**config.mk**
```make
export PLATFORM = sky130hd
export DESIGN_NAME = calc_entry_ctrl
export DESIGN_NICKNAME = d
export VERILOG_FILES = /design/src/rtl/calc_entry_ctrl.sv
export SDC_FILE = /design/constraint.sdc
export NUM_CORES = 1
export LEC_CHECK = 0
export ABC_AREA = 0
export CORE_MARGIN = 10
export CORE_UTILIZATION = 60
export DETAILED_ROUTE_END_ITERATION = 6
export HOLD_SLACK_MARGIN = 0.12
export PLACE_DENSITY = 0.79
export SYNTH_ARGS = -nofsm -noshare
export SYNTH_HDL_FRONTEND = slang
export SYNTH_SLANG_ARGS = --single-unit
```
**constraint.sdc**
```tcl
create_clock -name clk -period 5.8 [get_ports clk]
set_input_delay 0.58 -clock clk [delete_from_list [all_inputs] [get_ports clk]]
set_output_delay 0.58 -clock clk [all_outputs]
set_load 0.02 [all_outputs]
```
**src/rtl/calc_entry_ctrl.sv**
```systemverilog
// Keypad-to-display sequencing controller: collects two BCD operands of up to
// three digits, adds them digit-serially and shows the blanked sum.
module calc_entry_ctrl #(
  parameter int         OP_DIGITS = 3,
  parameter logic [3:0] KEY_ADD   = 4'hA,
  parameter logic [3:0] KEY_EQ    = 4'hB,
  parameter logic [3:0] KEY_CLR   = 4'hC
) (
  input  logic        clk,
  input  logic        rst,
  input  logic        key_valid,
  input  logic [3:0]  key_code,
  output logic [15:0] display_data,
  output logic        entering_b,
  output logic        busy,
  output logic        result_valid
);

  typedef enum logic [1:0] {
    ENTER_A = 2'd0,
    ENTER_B = 2'd1,
    ADD     = 2'd2,
    SHOW    = 2'd3
  } state_t;

  localparam logic [1:0] MAX_CNT = 2'(OP_DIGITS);

  state_t      state, state_nxt;
  logic [11:0] op_a, op_a_nxt;
  logic [11:0] op_b, op_b_nxt;
  logic [1:0]  cnt_a, cnt_a_nxt;
  logic [1:0]  cnt_b, cnt_b_nxt;
  logic [1:0]  idx, idx_nxt;
  logic        carry, carry_nxt;
  logic [15:0] res, res_nxt;
  logic [15:0] disp_nxt;
  logic        entering_b_nxt;
  logic        busy_nxt;
  logic        result_valid_nxt;
  logic        clr;

  logic        is_digit;
  logic [15:0] a_ext, b_ext;
  logic [3:0]  a_dig, b_dig;
  logic [4:0]  dig_sum;
  logic [15:0] res_upd;

  // One BCD digit plus carry: returns {carry_out, digit}.
  function automatic logic [4:0] bcd_add(input logic [3:0] a, input logic [3:0] b,
                                         input logic cin);
    logic [4:0] s;
    s = 5'(a) + 5'(b) + 5'(cin);
    if (s > 5'd9) return {1'b1, 4'(s - 5'd10)};
    else          return {1'b0, s[3:0]};
  endfunction

  // Show the low cnt nibbles of an operand, blank the rest.
  function automatic logic [15:0] entry_display(input logic [11:0] op, input logic [1:0] cnt);
    logic [15:0] w;
    logic [15:0] d;
    w = {4'h0, op};
    d = 16'hFFFF;
    for (int i = 0; i < 4; i++)
      if (i < int'(cnt)) d[i*4 +: 4] = w[i*4 +: 4];
    return d;
  endfunction

  // Zero nibbles above the most significant nonzero digit become blank; units always shown.
  function automatic logic [15:0] blank_leading(input logic [15:0] r);
    logic [15:0] d;
    logic        seen;
    d    = r;
    seen = 1'b0;
    for (int i = 3; i > 0; i--) begin
      if (!seen && r[i*4 +: 4] == 4'h0) d[i*4 +: 4] = 4'hF;
      else                               seen = 1'b1;
    end
    return d;
  endfunction

  assign is_digit = key_valid && (key_code <= 4'd9);
  assign a_ext    = {4'h0, op_a};
  assign b_ext    = {4'h0, op_b};
  assign a_dig    = a_ext[{idx, 2'b00} +: 4];
  assign b_dig    = b_ext[{idx, 2'b00} +: 4];
  assign dig_sum  = bcd_add(a_dig, b_dig, carry);

  always_comb begin
    res_upd = res;
    res_upd[{idx, 2'b00} +: 4] = dig_sum[3:0];
  end

  always_comb begin
    state_nxt        = state;
    op_a_nxt         = op_a;
    op_b_nxt         = op_b;
    cnt_a_nxt        = cnt_a;
    cnt_b_nxt        = cnt_b;
    idx_nxt          = idx;
    carry_nxt        = carry;
    res_nxt          = res;
    disp_nxt         = display_data;
    entering_b_nxt   = entering_b;
    busy_nxt         = busy;
    result_valid_nxt = 1'b0;
    clr              = 1'b0;

    case (state)
      ENTER_A: begin
        if (is_digit) begin
          if (cnt_a < MAX_CNT) begin
            op_a_nxt  = {op_a[7:0], key_code};
            cnt_a_nxt = cnt_a + 2'd1;
            disp_nxt  = entry_display({op_a[7:0], key_code}, cnt_a + 2'd1);
          end
        end else if (key_valid && key_code == KEY_ADD) begin
          state_nxt      = ENTER_B;
          entering_b_nxt = 1'b1;
          disp_nxt       = 16'hFFFF;
        end else if (key_valid && key_code == KEY_CLR) begin
          clr = 1'b1;
        end
      end

      ENTER_B: begin
        if (is_digit) begin
          if (cnt_b < MAX_CNT) begin
            op_b_nxt  = {op_b[7:0], key_code};
            cnt_b_nxt = cnt_b + 2'd1;
            disp_nxt  = entry_display({op_b[7:0], key_code}, cnt_b + 2'd1);
          end
        end else if (key_valid && key_code == KEY_EQ) begin
          state_nxt      = ADD;
          busy_nxt       = 1'b1;
          entering_b_nxt = 1'b0;
          idx_nxt        = 2'd0;
          carry_nxt      = 1'b0;
        end else if (key_valid && key_code == KEY_CLR) begin
          clr = 1'b1;
        end
      end

      // Digit-serial add; keys are dropped and the entry display is held.
      ADD: begin
        res_nxt   = res_upd;
        carry_nxt = dig_sum[4];
        idx_nxt   = idx + 2'd1;
        if (idx == 2'd3) begin
          state_nxt        = SHOW;
          busy_nxt         = 1'b0;
          result_valid_nxt = 1'b1;
          disp_nxt         = blank_leading(res_upd);
        end
      end

      SHOW: begin
        if (is_digit) begin
          state_nxt = ENTER_A;
          op_a_nxt  = {8'h00, key_code};
          cnt_a_nxt = 2'd1;
          op_b_nxt  = 12'h000;
          cnt_b_nxt = 2'd0;
          disp_nxt  = {12'hFFF, key_code};
        end else if (key_valid && key_code == KEY_CLR) begin
          clr = 1'b1;
        end
      end

      default: clr = 1'b1;
    endcase
  end

  always_ff @(posedge clk) begin
    if (rst || clr) begin
      state        <= ENTER_A;
      op_a         <= 12'h000;
      op_b         <= 12'h000;
      cnt_a        <= 2'd0;
      cnt_b        <= 2'd0;
      idx          <= 2'd0;
      carry        <= 1'b0;
      res          <= 16'h0000;
      display_data <= 16'hFFFF;
      entering_b   <= 1'b0;
      busy         <= 1'b0;
      result_valid <= 1'b0;
    end else begin
      state        <= state_nxt;
      op_a         <= op_a_nxt;
      op_b         <= op_b_nxt;
      cnt_a        <= cnt_a_nxt;
      cnt_b        <= cnt_b_nxt;
      idx          <= idx_nxt;
      carry        <= carry_nxt;
      res          <= res_nxt;
      display_data <= disp_nxt;
      entering_b   <= entering_b_nxt;
      busy         <= busy_nxt;
      result_valid <= result_valid_nxt;
    end
  end

endmodule

```
congestion.png
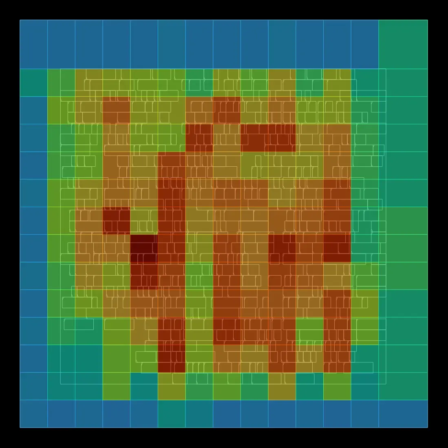
met3 Usage GRT: 0.0331
GRT Overall Usage: 0.211
GRT met2 Usage: 0.335
post-layout util: 0.697
routing usage on met1: 0.276

flops_by_reg.png
Other sequential cells in the stronger grey, the rest of the logic in the fainter grey.
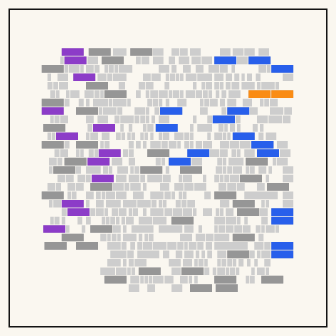
name in the netlist	colour	placed flops
state	orange	2
display_data	blue	16
op_a	purple	12
not coloured	38

==> registers in the layout, indices dropped and copies added (netlist names) <==
register,flops
display_data,16
res,16
op_a,12
op_b,12
cnt_a,2
cnt_b,2
idx,2
state,2
busy,1
carry,1
entering_b,1
result_valid,1
==> per-layer routing <==
| layer | track usage | up-vias | wire length (microns) |
|---|---|---|---|
| met4 | 0.0976 | 0 | 314 |
| met2 | 0.335 | 173 | 5020 |
| met3 | 0.0331 | 32 | 816 |
| met5 | 0 | - | 0 |
| li1 | - | 1825 | - |
| met1 | 0.276 | 1769 | 4710 |
==> per-stage QoR <==
| stage | setup WS, ps | utilization | hold slack [ps] |
|---|---|---|---|
| 2_1_floorplan | 1370 | - | 441 |
| 5_1_grt | 763 | 0.697 | 502 |
| 4_1_cts | 1130 | 0.697 | 476 |
| 3_5_place_dp | 1150 | 0.662 | 465 |
| 6_report | 1100 | 0.697 | 482 |
| 3_3_place_gp | 1380 | 0.662 | 449 |
==> cell type report <==
class                   count  share of cell area
clock buffers               9              0.0277
clock inverters             7              0.0218
inverters                  24              0.0201
multi-input cells         380               0.539
flip-flops and latches     68               0.304
well taps                  77              0.0215
repair buffers             31              0.0660
==> final timing paths <==
| kind | start | endpoint | slack (ps) |
|---|---|---|---|
| min | res[11] | res[11] | 480 |
| max reg2reg | idx[1] | display_data[5] | 1100 |
| max | idx[1] | display_data[5] | 1100 |
| min reg2reg | res[11] | res[11] | 480 |
==> kinds of logic after synthesis <==
logic type	after synthesis	share of synthesized area
buffers and inverters	56	0.0643
muxes	14	0.0348
AOI/OAI and AO/OA	156	0.262
DFF	68	0.338
adders and majority gates	22	0.0721
xor gates and xnor gates	3	0.00652
and+or+nand+nor	185	0.222
==> job_summary.md <==
### Yosys + OpenROAD results

| Metric | Value |
|---|---|
| Status | `completed` |
| Final hold violation count | `0` |
| Largest net degree at the start of global routing | `70` |
| Most common cell in the netlist | `nor2_1` |
| Req. time, crit path | `6100 ps` |
| Crit-path slowest cell | `or4_4` |
| Post-CTS Hold Buffers | `0` |
| Worst path cell trace | `inv_1, nor2_1, nand2_1, o21ai_0, fa_1, inv_1, fa_1, xor2_1, ha_1, nor2b_1, a31o_2, o31a_1, o211ai_1, o2111ai_1, or4_4, o21ai_2, o32a_1` |
| CP delay by family, top | `AND-OR/OR-AND gates` |
| Top Layout Cells | `72 x nor2_1, 68 x dfxtp_1, 52 x a21oi_1` |
| Internal power | `1.03 mW` |
| Clock group power | `444 uW` |
| DR vias/cell | `6.37` |
| Largest fanout on the critical path | `15` |
| H-tree depth | `3` |
| Post-DP HPWL | `7740 microns` |
| Power share of the clock group | `0.264` |
| DR pass1 iterations | `5` |
| Yosys cell count | `504` |
| Floorplan utilization | `0.627` |
| YS warnings | `0` |
| Seq cells post-synth | `68` |
| Combinational-cell power consumption | `671 uW` |
| PortBufs | `25` |
| WL final | `10,900 microns` |
| Synth Seq Share | `0.338` |
| Share of cells above drive strength 1 | `0.0809` |
| Fmax | `0.213 GHz` |
| Buf/Inv on CP | `2` |
| Combinational fraction of design power | `0.398` |
| Resized Gates After CTS | `0` |
| CTS tree | `yes` |
| Setup Crit Path Kind | `register to register` |
| Crit path depth | `17` |
Power and IR drop assume default switching activity.
